### config.mk
export PLATFORM = sky130hd
export DESIGN_NAME = freq_scan_scheduler_flat
export DESIGN_NICKNAME = d
export VERILOG_FILES = /design/src/rtl/freq_scan_scheduler_pkg.sv /design/src/rtl/freq_scan_scheduler_if.sv /design/src/rtl/freq_scan_scheduler_rr_next_chan.sv /design/src/rtl/freq_scan_scheduler.sv /design/src/flat_wrapper.sv
export SDC_FILE = /design/constraint.sdc
export NUM_CORES = 1
export LEC_CHECK = 0
export CAP_MARGIN = 10
export CORE_UTILIZATION = 56
export DETAILED_ROUTE_END_ITERATION = 7
export HOLD_SLACK_MARGIN = 0.06
export MAX_ROUTING_LAYER = met4
export PLACE_DENSITY = 0.9
export REMOVE_ABC_BUFFERS = 1
export SYNTH_ARGS = -nofsm -noshare
export SYNTH_HDL_FRONTEND = slang
export SYNTH_SLANG_ARGS = --single-unit
export TNS_END_PERCENT = 20
### constraint.sdc
create_clock -name clk -period 4.7 [get_ports clk]
set_input_delay 1.175 -clock clk [delete_from_list [all_inputs] [get_ports clk]]
set_output_delay 1.175 -clock clk [all_outputs]
set_load 0.005 [all_outputs]
### src/rtl/freq_scan_scheduler_pkg.sv
// Shared types and defaults for the frequency scan scheduler.
// State encoding covers the optional IDLE state used only with channel masking.
package freq_scan_scheduler_pkg;

  localparam int FSCAN_BITS           = 12;
  localparam int FSCAN_DEFAULT_PERIOD = 1200;

  typedef enum logic [2:0] {
    ST_IDLE    = 3'd0,
    ST_FLUSH   = 3'd1,
    ST_LOAD    = 3'd2,
    ST_DWELL   = 3'd3,
    ST_ADVANCE = 3'd4
  } fscan_state_t;

endpackage

### src/rtl/freq_scan_scheduler_if.sv
// Config write port and frequency_counter drive bundle of the scan scheduler.
// master = scheduler side, slave = register host / counter side.
interface freq_scan_scheduler_if
  import freq_scan_scheduler_pkg::*;
#(
  parameter int N_CH = 4,
  parameter int BITS = FSCAN_BITS
);
  localparam int CW = $clog2(N_CH);

  logic            cfg_we;
  logic [CW-1:0]   cfg_addr;
  logic [BITS-1:0] cfg_data;

  logic            ctr_reset;
  logic            ctr_signal;
  logic [BITS-1:0] ctr_period;
  logic            ctr_period_load;
  logic [CW-1:0]   chan_sel;
  logic            scan_wrap;

  modport master (
    input  cfg_we, cfg_addr, cfg_data,
    output ctr_reset, ctr_signal, ctr_period, ctr_period_load, chan_sel, scan_wrap
  );

  modport slave (
    output cfg_we, cfg_addr, cfg_data,
    input  ctr_reset, ctr_signal, ctr_period, ctr_period_load, chan_sel, scan_wrap
  );

endinterface

### src/rtl/freq_scan_scheduler_rr_next_chan.sv
// Combinational round-robin pick: next set mask bit strictly after cur (cur itself last),
// plus wrap flag (pick <= cur), any-bit-set flag and lowest set bit.
module freq_scan_scheduler_rr_next_chan #(
  parameter int N_CH = 4
) (
  input  logic [N_CH-1:0]         mask,
  input  logic [$clog2(N_CH)-1:0] cur,
  output logic [$clog2(N_CH)-1:0] nxt_ch,
  output logic                    wrap,
  output logic                    any,
  output logic [$clog2(N_CH)-1:0] lowest
);
  localparam int CW = $clog2(N_CH);

  int   k;
  logic found;

  always_comb begin
    nxt_ch = cur;
    found  = 1'b0;
    k      = 0;
    for (int i = 1; i <= N_CH; i++) begin
      k = int'(cur) + i;
      if (k >= N_CH) k = k - N_CH;
      if (!found && mask[k[CW-1:0]]) begin
        nxt_ch = k[CW-1:0];
        found  = 1'b1;
      end
    end
  end

  always_comb begin
    lowest = '0;
    for (int i = N_CH - 1; i >= 0; i--) begin
      if (mask[i]) lowest = CW'(i);
    end
  end

  assign any  = |mask;
  assign wrap = found && (nxt_ch <= cur);

endmodule

### src/rtl/freq_scan_scheduler.sv
// Round-robin scheduler time-sharing one frequency_counter over N_CH inputs; 3-cycle switch latency.
// FSCAN_MASK_EN adds chan_mask channel enables and an IDLE state when no channel is enabled.
module freq_scan_scheduler
  import freq_scan_scheduler_pkg::*;
#(
  parameter int N_CH           = 4,
  parameter int BITS           = FSCAN_BITS,
  parameter int DEFAULT_PERIOD = FSCAN_DEFAULT_PERIOD,
  parameter int SLACK          = 512
) (
  input  logic                  clk,
  input  logic                  reset,
  input  logic [N_CH-1:0]       sig_in,
  input  logic                  hold,
`ifdef FSCAN_MASK_EN
  input  logic [N_CH-1:0]       chan_mask,
`endif
  freq_scan_scheduler_if.master bus
);
  localparam int CW = $clog2(N_CH);
  localparam int DW = BITS + 2;

  fscan_state_t    state, state_nx;
  logic [CW-1:0]   ch, ch_nx, next_ch;
  logic            next_wrap;
  logic [DW-1:0]   dwell_cnt, dwell_nx, target;
  logic [BITS-1:0] period_lat, lat_nx;
  logic [BITS-1:0] period_reg [N_CH];
  logic            o_rst, o_sig, o_load, o_wrap;
  logic [BITS-1:0] o_period;

`ifdef FSCAN_MASK_EN
  logic            mask_any;
  logic [CW-1:0]   mask_low;

  freq_scan_scheduler_rr_next_chan #(.N_CH(N_CH)) u_rr (
    .mask   (chan_mask),
    .cur    (ch),
    .nxt_ch (next_ch),
    .wrap   (next_wrap),
    .any    (mask_any),
    .lowest (mask_low)
  );
`else
  assign next_ch   = (int'(ch) == N_CH - 1) ? '0 : ch + CW'(1);
  assign next_wrap = (next_ch <= ch);
`endif

  // Two full counter windows plus margin guarantee one complete measure/display cycle.
  assign target = DW'({period_lat, 1'b0}) + DW'(SLACK);

  always_ff @(posedge clk) begin
    if (reset) begin
      for (int i = 0; i < N_CH; i++) period_reg[i] <= BITS'(DEFAULT_PERIOD);
    end else if (bus.cfg_we && (int'(bus.cfg_addr) < N_CH)) begin
      period_reg[bus.cfg_addr] <= bus.cfg_data;
    end
  end

  always_ff @(posedge clk) begin
    if (reset) begin
      state      <= ST_FLUSH;
      ch         <= '0;
      dwell_cnt  <= '0;
      period_lat <= BITS'(DEFAULT_PERIOD);
    end else begin
      state      <= state_nx;
      ch         <= ch_nx;
      dwell_cnt  <= dwell_nx;
      period_lat <= lat_nx;
    end
  end

  always_comb begin
    state_nx = state;
    ch_nx    = ch;
    dwell_nx = dwell_cnt;
    lat_nx   = period_lat;
    o_rst    = 1'b0;
    o_sig    = 1'b0;
    o_load   = 1'b0;
    o_wrap   = 1'b0;
    o_period = period_lat;
    unique case (state)
      ST_IDLE: begin
        o_rst = 1'b1;
`ifdef FSCAN_MASK_EN
        if (mask_any) begin
          ch_nx    = mask_low;
          state_nx = ST_FLUSH;
        end
`endif
      end
      ST_FLUSH: begin
        o_rst    = 1'b1;
        state_nx = ST_LOAD;
      end
      ST_LOAD: begin
        lat_nx   = period_reg[ch];
        o_load   = 1'b1;
        o_period = period_reg[ch];
        state_nx = ST_DWELL;
      end
      ST_DWELL: begin
        o_sig = sig_in[ch];
        if (dwell_cnt == target - DW'(1)) begin
          // hold keeps the counter running on this channel for another full dwell
          if (hold) dwell_nx = '0;
          else      state_nx = ST_ADVANCE;
        end else begin
          dwell_nx = dwell_cnt + DW'(1);
        end
      end
      ST_ADVANCE: begin
        dwell_nx = '0;
`ifdef FSCAN_MASK_EN
        if (mask_any) begin
          ch_nx    = next_ch;
          o_wrap   = next_wrap;
          state_nx = ST_FLUSH;
        end else begin
          state_nx = ST_IDLE;
        end
`else
        ch_nx    = next_ch;
        o_wrap   = next_wrap;
        state_nx = ST_FLUSH;
`endif
      end
      default: state_nx = ST_FLUSH;
    endcase
  end

  assign bus.ctr_reset       = o_rst;
  assign bus.ctr_signal      = o_sig;
  assign bus.ctr_period      = o_period;
  assign bus.ctr_period_load = o_load;
  assign bus.chan_sel        = ch;
  assign bus.scan_wrap       = o_wrap;

endmodule
### src/flat_wrapper.sv
// flat-port wrapper written by rule: the top's interface ports become plain ports
module freq_scan_scheduler_flat import freq_scan_scheduler_pkg::*;
#(
  parameter int N_CH           = 4,
  parameter int BITS           = FSCAN_BITS,
  parameter int DEFAULT_PERIOD = FSCAN_DEFAULT_PERIOD,
  parameter int SLACK          = 512
)
  (clk, reset, sig_in, hold, bus_cfg_we, bus_cfg_addr, bus_cfg_data, bus_ctr_reset, bus_ctr_signal, bus_ctr_period, bus_ctr_period_load, bus_chan_sel, bus_scan_wrap);
  freq_scan_scheduler_if #(.N_CH(N_CH), .BITS(BITS)) bus_i ();
  input  logic clk;
  input  logic reset;
  input  logic [N_CH-1:0] sig_in;
  input  logic hold;
  input wire logic [$bits(bus_i.cfg_we)-1:0] bus_cfg_we;
  input wire logic [$bits(bus_i.cfg_addr)-1:0] bus_cfg_addr;
  input wire logic [$bits(bus_i.cfg_data)-1:0] bus_cfg_data;
  output wire logic [$bits(bus_i.ctr_reset)-1:0] bus_ctr_reset;
  output wire logic [$bits(bus_i.ctr_signal)-1:0] bus_ctr_signal;
  output wire logic [$bits(bus_i.ctr_period)-1:0] bus_ctr_period;
  output wire logic [$bits(bus_i.ctr_period_load)-1:0] bus_ctr_period_load;
  output wire logic [$bits(bus_i.chan_sel)-1:0] bus_chan_sel;
  output wire logic [$bits(bus_i.scan_wrap)-1:0] bus_scan_wrap;
  assign bus_i.cfg_we = bus_cfg_we;
  assign bus_i.cfg_addr = bus_cfg_addr;
  assign bus_i.cfg_data = bus_cfg_data;
  assign bus_ctr_reset = bus_i.ctr_reset;
  assign bus_ctr_signal = bus_i.ctr_signal;
  assign bus_ctr_period = bus_i.ctr_period;
  assign bus_ctr_period_load = bus_i.ctr_period_load;
  assign bus_chan_sel = bus_i.chan_sel;
  assign bus_scan_wrap = bus_i.scan_wrap;
  freq_scan_scheduler #(.N_CH(N_CH), .BITS(BITS), .DEFAULT_PERIOD(DEFAULT_PERIOD), .SLACK(SLACK)) u_core (.clk(clk), .reset(reset), .sig_in(sig_in), .hold(hold), .bus(bus_i));
endmodule
wires.png
Bar = 20 µm.
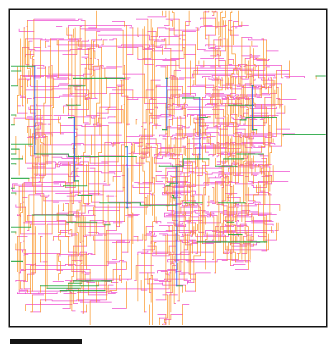
legend:
  green:
    layer: metal 3
    wire_length: 322 µm
  orange:
    layer: metal 2
    wire_length: 4570 µm
  blue:
    layer: metal 4
    wire_length: 136 µm
  magenta:
    layer: metal 1
    wire_length: 3580 µm

placement_by_type.png
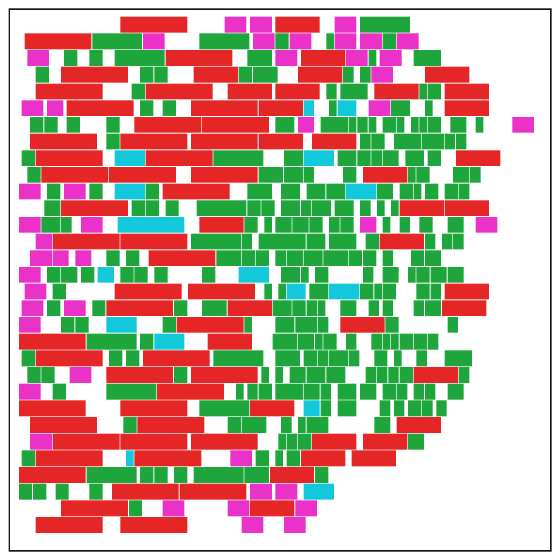
legend:
  cyan:
    class: clock drivers and dummy loads
    cells: 16
    share_of_their_area: 4.2%
  red:
    class: flops
    cells: 81
    share_of_their_area: 45%
  green:
    class: combinational and other logic
    cells: 269
    share_of_their_area: 42%
  magenta:
    class: other buffers and delay cells
    cells: 45
    share_of_their_area: 9.3%
cell area after layout: 0.00481 mm²
post-layout util: 0.667
share of the final layout cell area in sequential cells: 0.437
Placement Rows: 31

==> summary.rpt <==
IMPLEMENTATION SUMMARY REPORT
----------------------------------------------------
[Setup path]
  Arrival time reported for the critical path endpoint ........................ 2.61 ns
  Type of destination of the critical path ........................ primary output
  Required time of the critical path ........................ 3.52 ns
  Setup crit end ........................ bus_ctr_signal
  Critical Path Max Stage Delay ........................ 0.44 ns
  Most frequent cell on the critical path ........................ sky130_fd_sc_hd__clkdlybuf4s50_1
  Bufs and invs on worst path ........................ 2
  CP Cell Sequence ........................ clkdlybuf4s50_1 -> mux4_2 -> and2_1 -> clkdlybuf4s50_1
  CP Depth ........................ 4
  Startpoint class of the critical path ........................ primary input

[Die]
  Tap Cells ........................ 99
  Horiz. Die Dim ........................ 88.1 µm
  Vertical die dimension ........................ 88.1 µm

[Clocking]
  Max H-tree Level ........................ 3
  Quantity of gates resized following cts ........................ 0

[Global route]
  Aggregate global routing overflow ........................ 0
  Number of global-route vias before repair ........................ 2973
  Total routing usage reported by global routing ........................ 0.252

[Final layout]
  Commonest non-fill, non-tap cell in the layout ........................ sky130_fd_sc_hd__edfxtp_1
  N_diodes ........................ 0
  Top library cells by usage in the layout, fill and taps aside ........................ 48 x sky130_fd_sc_hd__edfxtp_1, 39 x sky130_fd_sc_hd__clkdlybuf4s50_1, 35 x sky130_fd_sc_hd__and2_1, 33 x sky130_fd_sc_hd__dfxtp_1, 23 x sky130_fd_sc_hd__nand2b_1
  Clkbuf count ........................ 10
  Count of flip-flops and latches ........................ 81
  Final #Nets ........................ 431
  Filler instances ........................ 550
  Combinational share of cell area ........................ 0.402

[Final timing]
  Final-layout setup total negative slack ........................ 0 ns
  Worst Skew ........................ 0.0103 ns
  Hold slack final ........................ 0.541 ns
  Highest clock frequency the design can meet ........................ 264 MHz

[Logic synthesis]
  Main area contributors ........................ sky130_fd_sc_hd__edfxtp_1 35%, sky130_fd_sc_hd__dfxtp_1 16%, sky130_fd_sc_hd__mux4_2 7.1%
  Number of distinct library cell variants in the gate-level netlist after synthesis ........................ 48
  Post-synthesis cell count ........................ 372
  Portion of the post-synthesis area used by sequential elements ........................ 0.506
  Basic Gates by Area ........................ 0.234
  Xor and xnor fraction of the mapped netlist area ........................ 0.0295
  Area reported by Yosys stat ........................ 0.00415 mm²
  Most common library cells after synthesis ........................ 48 x sky130_fd_sc_hd__edfxtp_1, 35 x sky130_fd_sc_hd__and2_1, 33 x sky130_fd_sc_hd__dfxtp_1

[Placed design]
  Post-DP Area ........................ 0.00462 mm²
  Final GP Congestion ........................ 0.774

[Min path]
  Hold-critical path depth ........................ 2

[Route]
  Routed length per placed instance ........................ 16.9 µm
  Vias after detailed routing ........................ 3026

[Pwr]
  Areal power density over the cells ........................ 303 mW/mm²
  Total power of the final layout ........................ 1.46 mW

[Status]
  Run status ........................ finished clean

----------------------------------------------------
power by group:
| group | switching, mW | internal (mW) | total [mW] |
|---|---|---|---|
| combinational | 0.0646 | 0.0727 | 0.137 |
| sequential | 0.0196 | 0.790 | 0.809 |
| clock | 0.267 | 0.247 | 0.514 |
kinds of logic after synthesis:
logic type	Yosys count
and+or+nand+nor	161
DFF	81
AOI/OAI and AO/OA	63
buffers and inverters	28
muxes	22
xor gates and xnor gates	14
adders and majority gates	3
layer usage:
metal / track usage / up-vias / part of all wire
li1: - / 1446 / -
met1: 0.297 / 1475 / 0.42
met2: 0.435 / 89 / 0.53
met3: 0.0358 / 16 / 0.037
met4: 0.104 / 0 / 0.016
met5: - / - / 0
Power and IR drop assume default switching activity.
